### config.mk
export PLATFORM = sky130hd
export DESIGN_NAME = ntt_tf_addr_gen_flat
export DESIGN_NICKNAME = d
export VERILOG_FILES = /design/src/rtl/ntt_tf_addr_gen_pkg.sv /design/src/rtl/ntt_tf_addr_gen_if.sv /design/src/rtl/ntt_tf_addr_gen_tf_sideband_delay.sv /design/src/rtl/ntt_tf_addr_gen.sv /design/src/flat_wrapper.sv
export SDC_FILE = /design/constraint.sdc
export NUM_CORES = 1
export LEC_CHECK = 0
export CORE_ASPECT_RATIO = 2
export CORE_MARGIN = 3
export CORE_UTILIZATION = 60
export CTS_BUF_LIST = sky130_fd_sc_hd__clkbuf_16
export CTS_CLUSTER_SIZE = 12
export DETAILED_ROUTE_END_ITERATION = 12
export GPL_ROUTABILITY_DRIVEN = 0
export PLACE_DENSITY_LB_ADDON = 0.3
export SYNTH_ARGS = -nofsm -noshare
export SYNTH_HDL_FRONTEND = slang
export SYNTH_SLANG_ARGS = --single-unit
### constraint.sdc
create_clock -name clk -period 15.7 [get_ports clk]
set_input_delay 1.57 -clock clk [delete_from_list [all_inputs] [get_ports clk]]
set_output_delay 1.57 -clock clk [all_outputs]
set_load 0.03 [all_outputs]
### src/rtl/ntt_tf_addr_gen_pkg.sv
// Shared types for the twiddle address sequencer: FSM state encoding and stage base helper.
// Optional feature macro used elsewhere in the slice: TF_STALL_CNT_EN.
package ntt_tf_addr_gen_pkg;

   typedef enum logic [2:0] {
      ST_IDLE  = 3'd0,
      ST_RUN   = 3'd1,
      ST_GAP   = 3'd2,
      ST_FLUSH = 3'd3,
      ST_DONE  = 3'd4
   } state_t;

   // Twiddles of stage s occupy a contiguous block starting at 2**s - 1.
   function automatic int unsigned stage_base(input int unsigned s);
      return (32'd1 << s) - 32'd1;
   endfunction

endpackage

### src/rtl/ntt_tf_addr_gen_if.sv
// Control and twiddle-sideband bundle between the sequencer (slave) and its controller/consumer (master).
interface ntt_tf_addr_gen_if #(
   parameter int ADDR_WIDTH = 11,
   parameter int STG_W      = 4
);
   import ntt_tf_addr_gen_pkg::*;

   // start is a one-cycle request taken only while busy=0; stall=1 holds the walk in RUN
   // (addr_vld drops that cycle); tf_vld/tf_stage/tf_last are qualified by tf_vld alone.
   logic                  start;
   logic                  stall;
   logic                  busy;
   logic [ADDR_WIDTH-1:0] rom_addr;
   logic                  addr_vld;
   logic                  tf_vld;
   logic [STG_W-1:0]      tf_stage;
   logic                  tf_last;
   logic                  done;
   state_t                dbg_state;

   modport slave (
      input  start, stall,
      output busy, rom_addr, addr_vld, tf_vld, tf_stage, tf_last, done, dbg_state
   );

   modport master (
      output start, stall,
      input  busy, rom_addr, addr_vld, tf_vld, tf_stage, tf_last, done, dbg_state
   );

endinterface

### src/rtl/ntt_tf_addr_gen_tf_sideband_delay.sv
// Fixed-depth shift register carrying {vld, stage, last} so it lines up with ROM/butterfly latency.
module tf_sideband_delay #(
   parameter int DEPTH = 1,
   parameter int STG_W = 1
) (
   input  logic             clk,
   input  logic             rst_n,
   input  logic             in_vld,
   input  logic [STG_W-1:0] in_stage,
   input  logic             in_last,
   output logic             out_vld,
   output logic [STG_W-1:0] out_stage,
   output logic             out_last
);
   localparam int W = STG_W + 2;

   logic [W-1:0] pipe [DEPTH];

   always_ff @(posedge clk or negedge rst_n) begin
      if (!rst_n) begin
         for (int i = 0; i < DEPTH; i++) pipe[i] <= '0;
      end else begin
         pipe[0] <= {in_vld, in_stage, in_last};
         for (int i = 1; i < DEPTH; i++) pipe[i] <= pipe[i-1];
      end
   end

   assign {out_vld, out_stage, out_last} = pipe[DEPTH-1];

endmodule

### src/rtl/ntt_tf_addr_gen.sv
// Twiddle ROM address sequencer: walks all NTT/INTT stages, one address per cycle, with aligned sideband.
// Define TF_STALL_CNT_EN to add the stall_cnt output (saturating count of stalled RUN cycles).
module ntt_tf_addr_gen
   import ntt_tf_addr_gen_pkg::*;
#(
   parameter int ADDR_WIDTH        = 11,
   parameter int NUM_STAGE         = 11,
   parameter int NTT_INTT_CASE     = 0,
   parameter int COMMON_BRAM_DELAY = 1,
   parameter int STAGE_GAP         = 4
) (
   input  logic                clk,
   input  logic                rst_n,
   ntt_tf_addr_gen_if.slave    bus
`ifdef TF_STALL_CNT_EN
   ,
   output logic [15:0]         stall_cnt
`endif
);
   localparam int LOG_CYC = ADDR_WIDTH - 1;
   localparam int J_W     = (LOG_CYC > 0) ? LOG_CYC : 1;
   localparam int STG_W   = ($clog2(NUM_STAGE) > 0) ? $clog2(NUM_STAGE) : 1;
   localparam logic [J_W-1:0]   J_LAST = J_W'((1 << LOG_CYC) - 1);
   localparam logic [STG_W-1:0] K_LAST = STG_W'(NUM_STAGE - 1);

   state_t                state, state_n;
   logic [STG_W-1:0]      k, k_n;
   logic [J_W-1:0]        j, j_n;
   logic [15:0]           cnt, cnt_n;
   logic [ADDR_WIDTH-1:0] rom_addr_q, addr_nxt;
   int unsigned           sv, sh;
   logic                  issue, last_in;
   logic [STG_W-1:0]      stage_in;

   // k counts stages in walk order; INTT walks the physical stages in reverse.
   function automatic logic [STG_W-1:0] phys_stage(input logic [STG_W-1:0] kk);
      return (NTT_INTT_CASE != 0) ? (K_LAST - kk) : kk;
   endfunction

   always_ff @(posedge clk or negedge rst_n) begin
      if (!rst_n) begin
         state      <= ST_IDLE;
         k          <= '0;
         j          <= '0;
         cnt        <= '0;
         rom_addr_q <= '0;
      end else begin
         state <= state_n;
         k     <= k_n;
         j     <= j_n;
         cnt   <= cnt_n;
         if (state_n == ST_RUN) rom_addr_q <= addr_nxt;
      end
   end

   always_comb begin
      state_n = state;
      k_n     = k;
      j_n     = j;
      cnt_n   = cnt;
      case (state)
         ST_IDLE: begin
            if (bus.start) begin
               state_n = ST_RUN;
               k_n     = '0;
               j_n     = '0;
               cnt_n   = '0;
            end
         end
         ST_RUN: begin
            if (!bus.stall) begin
               if (j == J_LAST) begin
                  j_n = '0;
                  if (k == K_LAST) begin
                     state_n = ST_FLUSH;
                     cnt_n   = '0;
                  end else if (STAGE_GAP == 0) begin
                     k_n = k + 1'b1;
                  end else begin
                     state_n = ST_GAP;
                     cnt_n   = '0;
                  end
               end else begin
                  j_n = j + 1'b1;
               end
            end
         end
         ST_GAP: begin
            if (int'(cnt) == STAGE_GAP - 1) begin
               state_n = ST_RUN;
               k_n     = k + 1'b1;
               cnt_n   = '0;
            end else begin
               cnt_n = cnt + 16'd1;
            end
         end
         ST_FLUSH: begin
            if (int'(cnt) == COMMON_BRAM_DELAY - 1) begin
               state_n = ST_DONE;
               cnt_n   = '0;
            end else begin
               cnt_n = cnt + 16'd1;
            end
         end
         ST_DONE: state_n = ST_IDLE;
         default: state_n = ST_IDLE;
      endcase
   end

   // Address is registered from the next (stage, j) so it is ready the same cycle RUN presents it.
   always_comb begin
      sv       = 32'(phys_stage(k_n));
      sh       = 32'(LOG_CYC) - sv;
      addr_nxt = ADDR_WIDTH'(stage_base(sv) + (32'(j_n) >> sh));
   end

   assign issue    = (state == ST_RUN) && !bus.stall;
   assign last_in  = issue && (j == J_LAST);
   assign stage_in = issue ? phys_stage(k) : '0;

   tf_sideband_delay #(
      .DEPTH (COMMON_BRAM_DELAY),
      .STG_W (STG_W)
   ) u_sideband (
      .clk       (clk),
      .rst_n     (rst_n),
      .in_vld    (issue),
      .in_stage  (stage_in),
      .in_last   (last_in),
      .out_vld   (bus.tf_vld),
      .out_stage (bus.tf_stage),
      .out_last  (bus.tf_last)
   );

   assign bus.rom_addr  = rom_addr_q;
   assign bus.addr_vld  = issue;
   assign bus.busy      = (state != ST_IDLE);
   assign bus.done      = (state == ST_DONE);
   assign bus.dbg_state = state;

`ifdef TF_STALL_CNT_EN
   always_ff @(posedge clk or negedge rst_n) begin
      if (!rst_n) begin
         stall_cnt <= '0;
      end else if (state == ST_IDLE && bus.start) begin
         stall_cnt <= '0;
      end else if (state == ST_RUN && bus.stall && stall_cnt != 16'hFFFF) begin
         stall_cnt <= stall_cnt + 16'd1;
      end
   end
`endif

endmodule
### src/flat_wrapper.sv
// flat-port wrapper written by rule: the top's interface ports become plain ports
module ntt_tf_addr_gen_flat import ntt_tf_addr_gen_pkg::*;
#(
   parameter int ADDR_WIDTH        = 11,
   parameter int NUM_STAGE         = 11,
   parameter int NTT_INTT_CASE     = 0,
   parameter int COMMON_BRAM_DELAY = 1,
   parameter int STAGE_GAP         = 4
)
  (clk, rst_n, bus_start, bus_stall, bus_busy, bus_rom_addr, bus_addr_vld, bus_tf_vld, bus_tf_stage, bus_tf_last, bus_done, bus_dbg_state);
  ntt_tf_addr_gen_if #(.ADDR_WIDTH(ADDR_WIDTH)) bus_i ();
  input  logic clk;
  input  logic rst_n;
  input wire logic [$bits(bus_i.start)-1:0] bus_start;
  input wire logic [$bits(bus_i.stall)-1:0] bus_stall;
  output wire logic [$bits(bus_i.busy)-1:0] bus_busy;
  output wire logic [$bits(bus_i.rom_addr)-1:0] bus_rom_addr;
  output wire logic [$bits(bus_i.addr_vld)-1:0] bus_addr_vld;
  output wire logic [$bits(bus_i.tf_vld)-1:0] bus_tf_vld;
  output wire logic [$bits(bus_i.tf_stage)-1:0] bus_tf_stage;
  output wire logic [$bits(bus_i.tf_last)-1:0] bus_tf_last;
  output wire logic [$bits(bus_i.done)-1:0] bus_done;
  output wire logic [$bits(bus_i.dbg_state)-1:0] bus_dbg_state;
  assign bus_i.start = bus_start;
  assign bus_i.stall = bus_stall;
  assign bus_busy = bus_i.busy;
  assign bus_rom_addr = bus_i.rom_addr;
  assign bus_addr_vld = bus_i.addr_vld;
  assign bus_tf_vld = bus_i.tf_vld;
  assign bus_tf_stage = bus_i.tf_stage;
  assign bus_tf_last = bus_i.tf_last;
  assign bus_done = bus_i.done;
  assign bus_dbg_state = bus_i.dbg_state;
  ntt_tf_addr_gen #(.ADDR_WIDTH(ADDR_WIDTH), .NUM_STAGE(NUM_STAGE), .NTT_INTT_CASE(NTT_INTT_CASE), .COMMON_BRAM_DELAY(COMMON_BRAM_DELAY), .STAGE_GAP(STAGE_GAP)) u_core (.clk(clk), .rst_n(rst_n), .bus(bus_i));
endmodule
==> flow_summary_export.csv, run 1 <==
group,metric,value,unit
final_timing,period_needed,6920,ps
final_layout,final-comb-area,2320,µm²
clock_tree,cts_tree,"done",
final_layout,most-common-layout-cells,"nand2_1 (56), dfrtp_1 (50), o21ai_0 (42)",
final_timing,rsz0062_at_grt,"no",
route,final_antenna_net_count,0,
hold_path,worstHoldPathType,"flip-flop to flip-flop",
clock_tree,post_cts_buffers,0,
route,first_pass_iters,5,
worst_setup_path,r2r_cells,22,
logic_synthesis,ys_async_sr_fraction,100,%
worst_setup_path,cp-end-kind,"flip-flop",
logic_synthesis,synth_area,3800,µm²
clock_tree,cts.repair.resized,0,
floorplanning,placementRows,40,
logic_synthesis,syn_area_per_cell,8.70,µm²
hold_path,hold_depth,2,
final_layout,design_area,4220,µm²
final_timing,finalClockPeriodUsage,44.1,%
logic_synthesis,top_area_share,32.9,%
global_route,grt_pass1_wl,15800,µm
clock_tree,clock_path_buffers,2,
place,portBuffers,26,
final_layout,n_antenna_cell,0,
flow_run,drv_cap,0,
flow_run,warnings,32,
final_timing,maxSlewHeadroom,35.0,%
clock_tree,cts.htree.levels,2,
floorplanning,chipArea,7390,µm²
route,drc_errors,0,
final_timing,timing_max_transition_violations_final,0,
logic_synthesis,ys_area,3800,µm²
route,wl,8920,µm
floorplanning,coreArea,6060,µm²
run_status,status,"complete, no violations",
power_and_ir_drop,p_leak,1.97,nW
power_and_ir_drop,finalPower,0.452,mW
worst_setup_path,crit_fanout,17,
logic_synthesis,ff_type,"dfrtp_1",
route,via_per_inst,6.19,
clock_tree,postCtsHoldBufs,0,
worst_setup_path,path_class,"input pin to flip-flop",
floorplanning,die_width,62.3,µm
logic_synthesis,ys_cells,437,
floorplanning,initial_core_util,62.8,%
final_layout,flow.area_growth_from_synthesis,11.0,%
final_layout,seq_area,1250,µm²
logic_synthesis,yosys_warnings,0,
logic_synthesis,top_cells_by_area,"dfrtp_1 (33%), ha_1 (9.5%), nand2_1 (5.5%)",
run 1: synthesized netlist by cell type (6+ instances only):
cell / instances
and3_1: 10
o21ai_0: 42
a31oi_1: 6
a21oi_1: 12
a21o_1: 7
and2_1: 9
nand2_1: 56
dfrtp_1: 50
inv_1: 36
clkbuf_1: 12
nor3_1: 9
ha_1: 29
nor2_1: 27
xnor2_1: 8
nand3_1: 21
o211ai_1: 6
run 1: stage by stage:
step                worst slack [ps]  utilization, %  instances
detailed placement              8510            67.5        530
CTS                             8820            69.7        537
global route                    7930            69.7        537
global placement                8630            67.5        530
finish                          8780            69.7        537
floorplan                       9760               -        437
run 1: layer usage:
layer | part of all wire [%] | track usage (%) | wire (µm) | vias up
li1 | - | - | - | 1588
met1 | 36 | 28.7 | 3250 | 1618
met2 | 56 | 48.4 | 5000 | 93
met3 | 3.5 | 3.71 | 313 | 23
met4 | 3.9 | 14.2 | 352 | 0
met5 | 0 | 0 | 0 | -
run 1: critical path, stage by stage:
cell and delay (ps):
clkdlybuf4s50_1 550, o21ai_2 150, a211oi_2 340, a21o_1 500
inv_1 210, ha_1 360, a2111oi_0 420, nor2_1 240
o311ai_1 360, o211ai_1 150, ha_1 380, inv_1 50
ha_1 280, a21o_1 170, a21oi_1 220, o21bai_1 120
a2111oi_0 400, nor3_1 160, a31oi_1 220, xnor2_1 130
o21ai_0 80
run 1: cell type report:
cell class / count / share of cell area [%]
Clock buffer: 5 / 2.96
Clock inverter: 2 / 0.178
Inverter: 38 / 3.38
Multi-Input combinational cell: 330 / 54.9
Sequential cell: 50 / 29.6
Tap cell: 84 / 2.49
Timing Repair Buffer: 28 / 6.40
run 1: logic make-up after synthesis:
| group | after synthesis | synth area share (%) |
|---|---|---|
| adders and majority gates | 30 | 10.1 |
| DFF | 50 | 32.9 |
| muxes | 11 | 4.38 |
| and+or+nand+nor | 166 | 23.5 |
| AOI/OAI and AO/OA | 111 | 20.3 |
| buffers and inverters | 57 | 6.12 |
| xor gates and xnor gates | 12 | 2.76 |
run 1: state kept, by name, indices dropped and copies added (netlist names):
name                    count
u_core.bus.rom_addr        11
u_core.bus.dbg_state        3
u_core.k                    4
u_core.u_sideband.pipe      6
u_core.cnt                 16
u_core.j                   10
run 1: power breakdown:
group          switching (mW)  internal, mW  leakage (nW)  total [mW]
sequential             0.0172         0.150         0.661       0.167
clock                  0.0445        0.0571        0.0723       0.102
combinational           0.108        0.0758          1.23       0.184
run 1: final timing paths:
path / slack (ps) / to / start
max: 8780 / u_core.bus.rom_addr[10]$_DFFE_PN0N_ / bus_start
min: 480 / u_core.bus.rom_addr[8]$_DFFE_PN0N_ / u_core.bus.rom_addr[8]$_DFFE_PN0N_
min in group asynchronous: 1390 / u_core.j[3]$_DFF_PN0_ / rst_n
max in group asynchronous: 13870 / u_core.cnt[4]$_DFFE_PN0P_ / rst_n
min reg2reg: 480 / u_core.bus.rom_addr[8]$_DFFE_PN0N_ / u_core.bus.rom_addr[8]$_DFFE_PN0N_
max reg2reg: 9470 / u_core.bus.rom_addr[10]$_DFFE_PN0N_ / u_core.cnt[0]$_DFFE_PN0P_
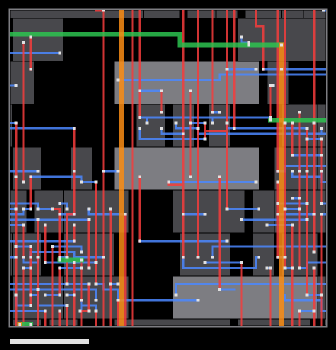
Fig. 1. Close-up of the layout (run 1).
Bar = 5 µm. Region (21, 73) to (41, 93) µm. Cells in grey, sequential cells in the stronger grey; small squares are vias.
blue -> M1
green -> M3
red -> M2
orange -> M4
most frequent = inv_1 (3), dfrtp_1 (3)
sequential cells in the window = 3
cells with their middle in the window = 26
netlist names of flops here include = `u_core.cnt` (2), `u_core.k` (1)

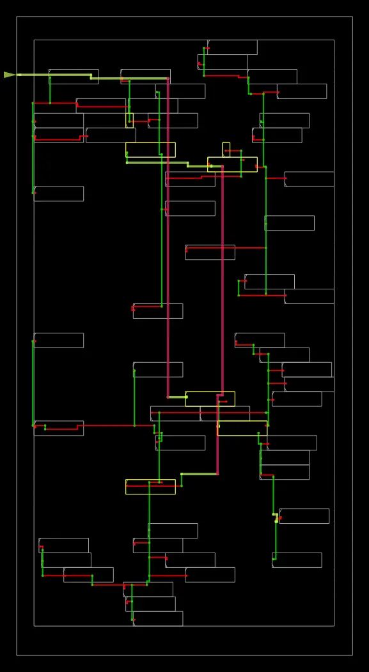
Fig. 2. Clock nets (run 1).
registers: 50
clk latency late pin: 290 ps
clock buffers: 5
Inserted Clock Buffers: 5
worst-case clock skew: 7.05 ps

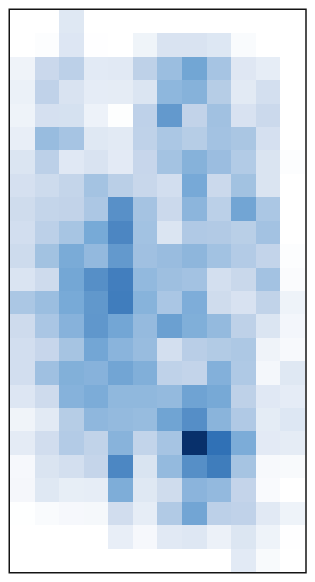
Fig. 3. Wiring heat map (run 1).
The die is cut into 12 by 24 equal tiles; white is low, dark blue is high, scaled to the fullest tile. Values are wire area over tile area, all layers added.
nearly empty tiles = 15%
fullest tile = 0.78
densest ninth of the die = middle
mean over tiles = 0.19
tiles over half the peak = 10%
GR Util All Layers: 26.4%
DR WL/cell: 16.6 µm

## Run 2: what changed since run 1
- CORE_UTILIZATION: 60 -> 54
- clock period: 15.7 -> 6.1 ns (I/O delays scaled with it)
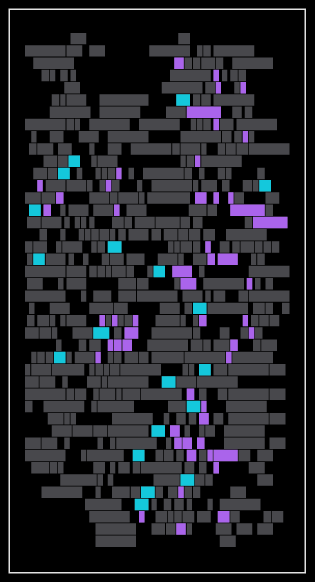
Fig. 4. Gate families picked out (run 2).
cyan -> non-inverting ao/oa cells  # cells 19, most used a21o_1
purple -> nor cells  # cells 53, most used nor2_1
most numerous logic cell after layout: nand2_1
post-route insts no fill: 545

==> flow_summary_export.csv, run 2 <==
group,metric,value,unit
flow_run,warnings,32,
route,top_layer,"met4",
run_status,status,"complete, no violations",
final_timing,maxSlewHeadroom,51.0,%
clock_tree,cts_made_buffers,5,
final_layout,most-common-layout-cells,"nand2_1 (56), dfrtp_1 (50), o21ai_0 (42)",
floorplanning,coreArea,6730,µm²
route,met3_length,298,µm
worst_setup_path,path_cells,"ha_1 > nor3b_1 > nand4_1 > or3_1 > and2_1 > ha_1 > mux4_2 > a21boi_2 > o21ai_0 > a22o_1 > ha_1 > inv_1 > ha_1 > a21o_1 > a21oi_1 > o21bai_1 > a2111oi_0 > nor3_1 > a31oi_1 > xnor2_1 > o21ai_0",
final_timing,fin_skew,8.62,ps
logic_synthesis,syn_area_per_cell,8.70,µm²
clock_tree,clock_path_buffers,2,
global_route,grt_pass1_wl,15100,µm
floorplanning,initial_core_util,56.5,%
route,drc_errors,0,
logic_synthesis,top_area_share,32.9,%
worst_setup_path,cpMaxStageDelayCell,"ha_1",
floorplanning,chipArea,8150,µm²
logic_synthesis,synthTopCellsByCount,"nand2_1 (56), dfrtp_1 (50), o21ai_0 (42)",
hold_path,worstHoldPathType,"input pin to async pin",
clock_tree,cts.repair.resized,0,
route,via_per_inst,6.08,
final_layout,n_antenna_cell,0,
place,place_ws,343,ps
route,wl,9130,µm
final_layout,top_register,"u_core.cnt",
final_timing,period_needed,5520,ps
logic_synthesis,top_cells_by_area,"dfrtp_1 (33%), ha_1 (9.5%), nand2_1 (5.5%)",
worst_setup_path,cp.buffers_inverters,1,
flow_run,drv_cap,0,
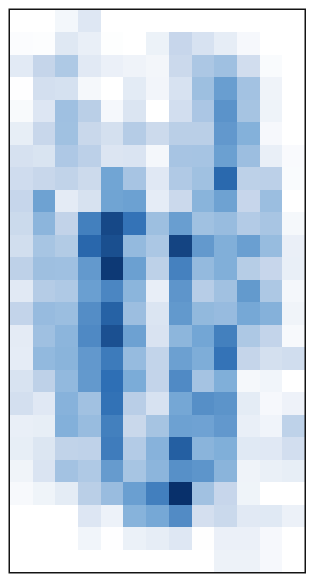
Fig. 5. Wiring heat map (run 2).
The die is cut into 13 by 25 equal tiles; white is low, dark blue is high, scaled to the fullest tile. Values are wire area over tile area, all layers added.
densest ninth of the die = middle
fullest tile = 0.65
mean over tiles = 0.18
tiles over half the peak = 19%
nearly empty tiles = 14%
GR Util All Layers: 23.6%
DR WL/cell: 16.8 µm

## run 2: cell types whose count changed in the layout (fill, tap and decap cells not counted)
cell / before / now
bufinv_16: 0 / 1
a2111oi_0: 2 / 1
buf_4: 2 / 6
a2111oi_2: 0 / 1
a2bb2oi_1: 1 / 0
clkinv_1: 0 / 1
a2bb2oi_2: 0 / 1
inv_1: 38 / 36
## run 2: final timing paths
| check | start | end | slack [ps] | cells past startpoint |
|---|---|---|---|---|
| min in group clk | u_core.bus.rom_addr[8]$_DFFE_PN0N_ | u_core.bus.rom_addr[8]$_DFFE_PN0N_ | 480 | 2 |
| min reg2reg | u_core.bus.rom_addr[8]$_DFFE_PN0N_ | u_core.bus.rom_addr[8]$_DFFE_PN0N_ | 480 | 2 |
| min | rst_n | u_core.u_sideband.pipe[0]$_DFF_PN0_ | 430 | 2 |
| max | u_core.cnt[0]$_DFFE_PN0P_ | u_core.bus.rom_addr[10]$_DFFE_PN0N_ | 580 | 21 |
| max in group asynchronous | rst_n | u_core.k[2]$_DFF_PN0_ | 5230 | 2 |
| max reg2reg | u_core.cnt[0]$_DFFE_PN0P_ | u_core.bus.rom_addr[10]$_DFFE_PN0N_ | 580 | 21 |
## run 2: layer usage
layer | vias up | GRT usage (%)
li1 | 1595 | -
met2 | 99 | 44.1
met3 | 35 | 3.25
met5 | - | 0
met4 | 0 | 12.6
met1 | 1582 | 24.0
## run 2: area by class of cell
class / count / area, µm²
Multi-Input combinational cell: 330 / 2330
Clock buffer: 5 / 125
Inverter: 38 / 143
Sequential cell: 50 / 1250
Timing Repair Buffer: 32 / 300
Tap cell: 88 / 110
Clock inverter: 2 / 33.8
Fill cell: 609 / 2430
## run 2: through the flow
stage / cell area (µm²) / util, %
after floorplan: 3800 / -
after global placement: 4120 / 61.3
after detailed placement: 4120 / 61.3
after CTS: 4280 / 63.7
after global routing: 4290 / 63.8
final: 4290 / 63.8
## run 2: power by group
part	internal [mW]	leakage, nW	switching, mW
sequential	0.385	0.661	0.0437
clock	0.190	0.0773	0.120
combinational	0.200	1.25	0.278
total	0.775	1.99	0.441
## run 2: kinds of logic after synthesis
kind of cell / count (synthesis) / share of synthesized area (%)
muxes: 11 / 4.38
adders and majority gates: 30 / 10.1
and+or+nand+nor: 166 / 23.5
buffers and inverters: 57 / 6.12
AOI/OAI and AO/OA: 111 / 20.3
xor gates and xnor gates: 12 / 2.76
DFF: 50 / 32.9
## run 2: worst register-to-register path, stage by stage, from the launching register on
cell	delay, ps
dfrtp_1	430
ha_1	260
nor3b_1	270
nand4_1	270
or3_1	440
and2_1	190
ha_1	540
mux4_2	380
a21boi_2	180
o21ai_0	170
a22o_1	170
ha_1	210
inv_1	60
ha_1	260
a21o_1	170
a21oi_1	220
o21bai_1	130
a2111oi_0	420
nor3_1	150
a31oi_1	220
xnor2_1	130
o21ai_0	90
No activity file was given, so power comes from the tool's default toggle rates.
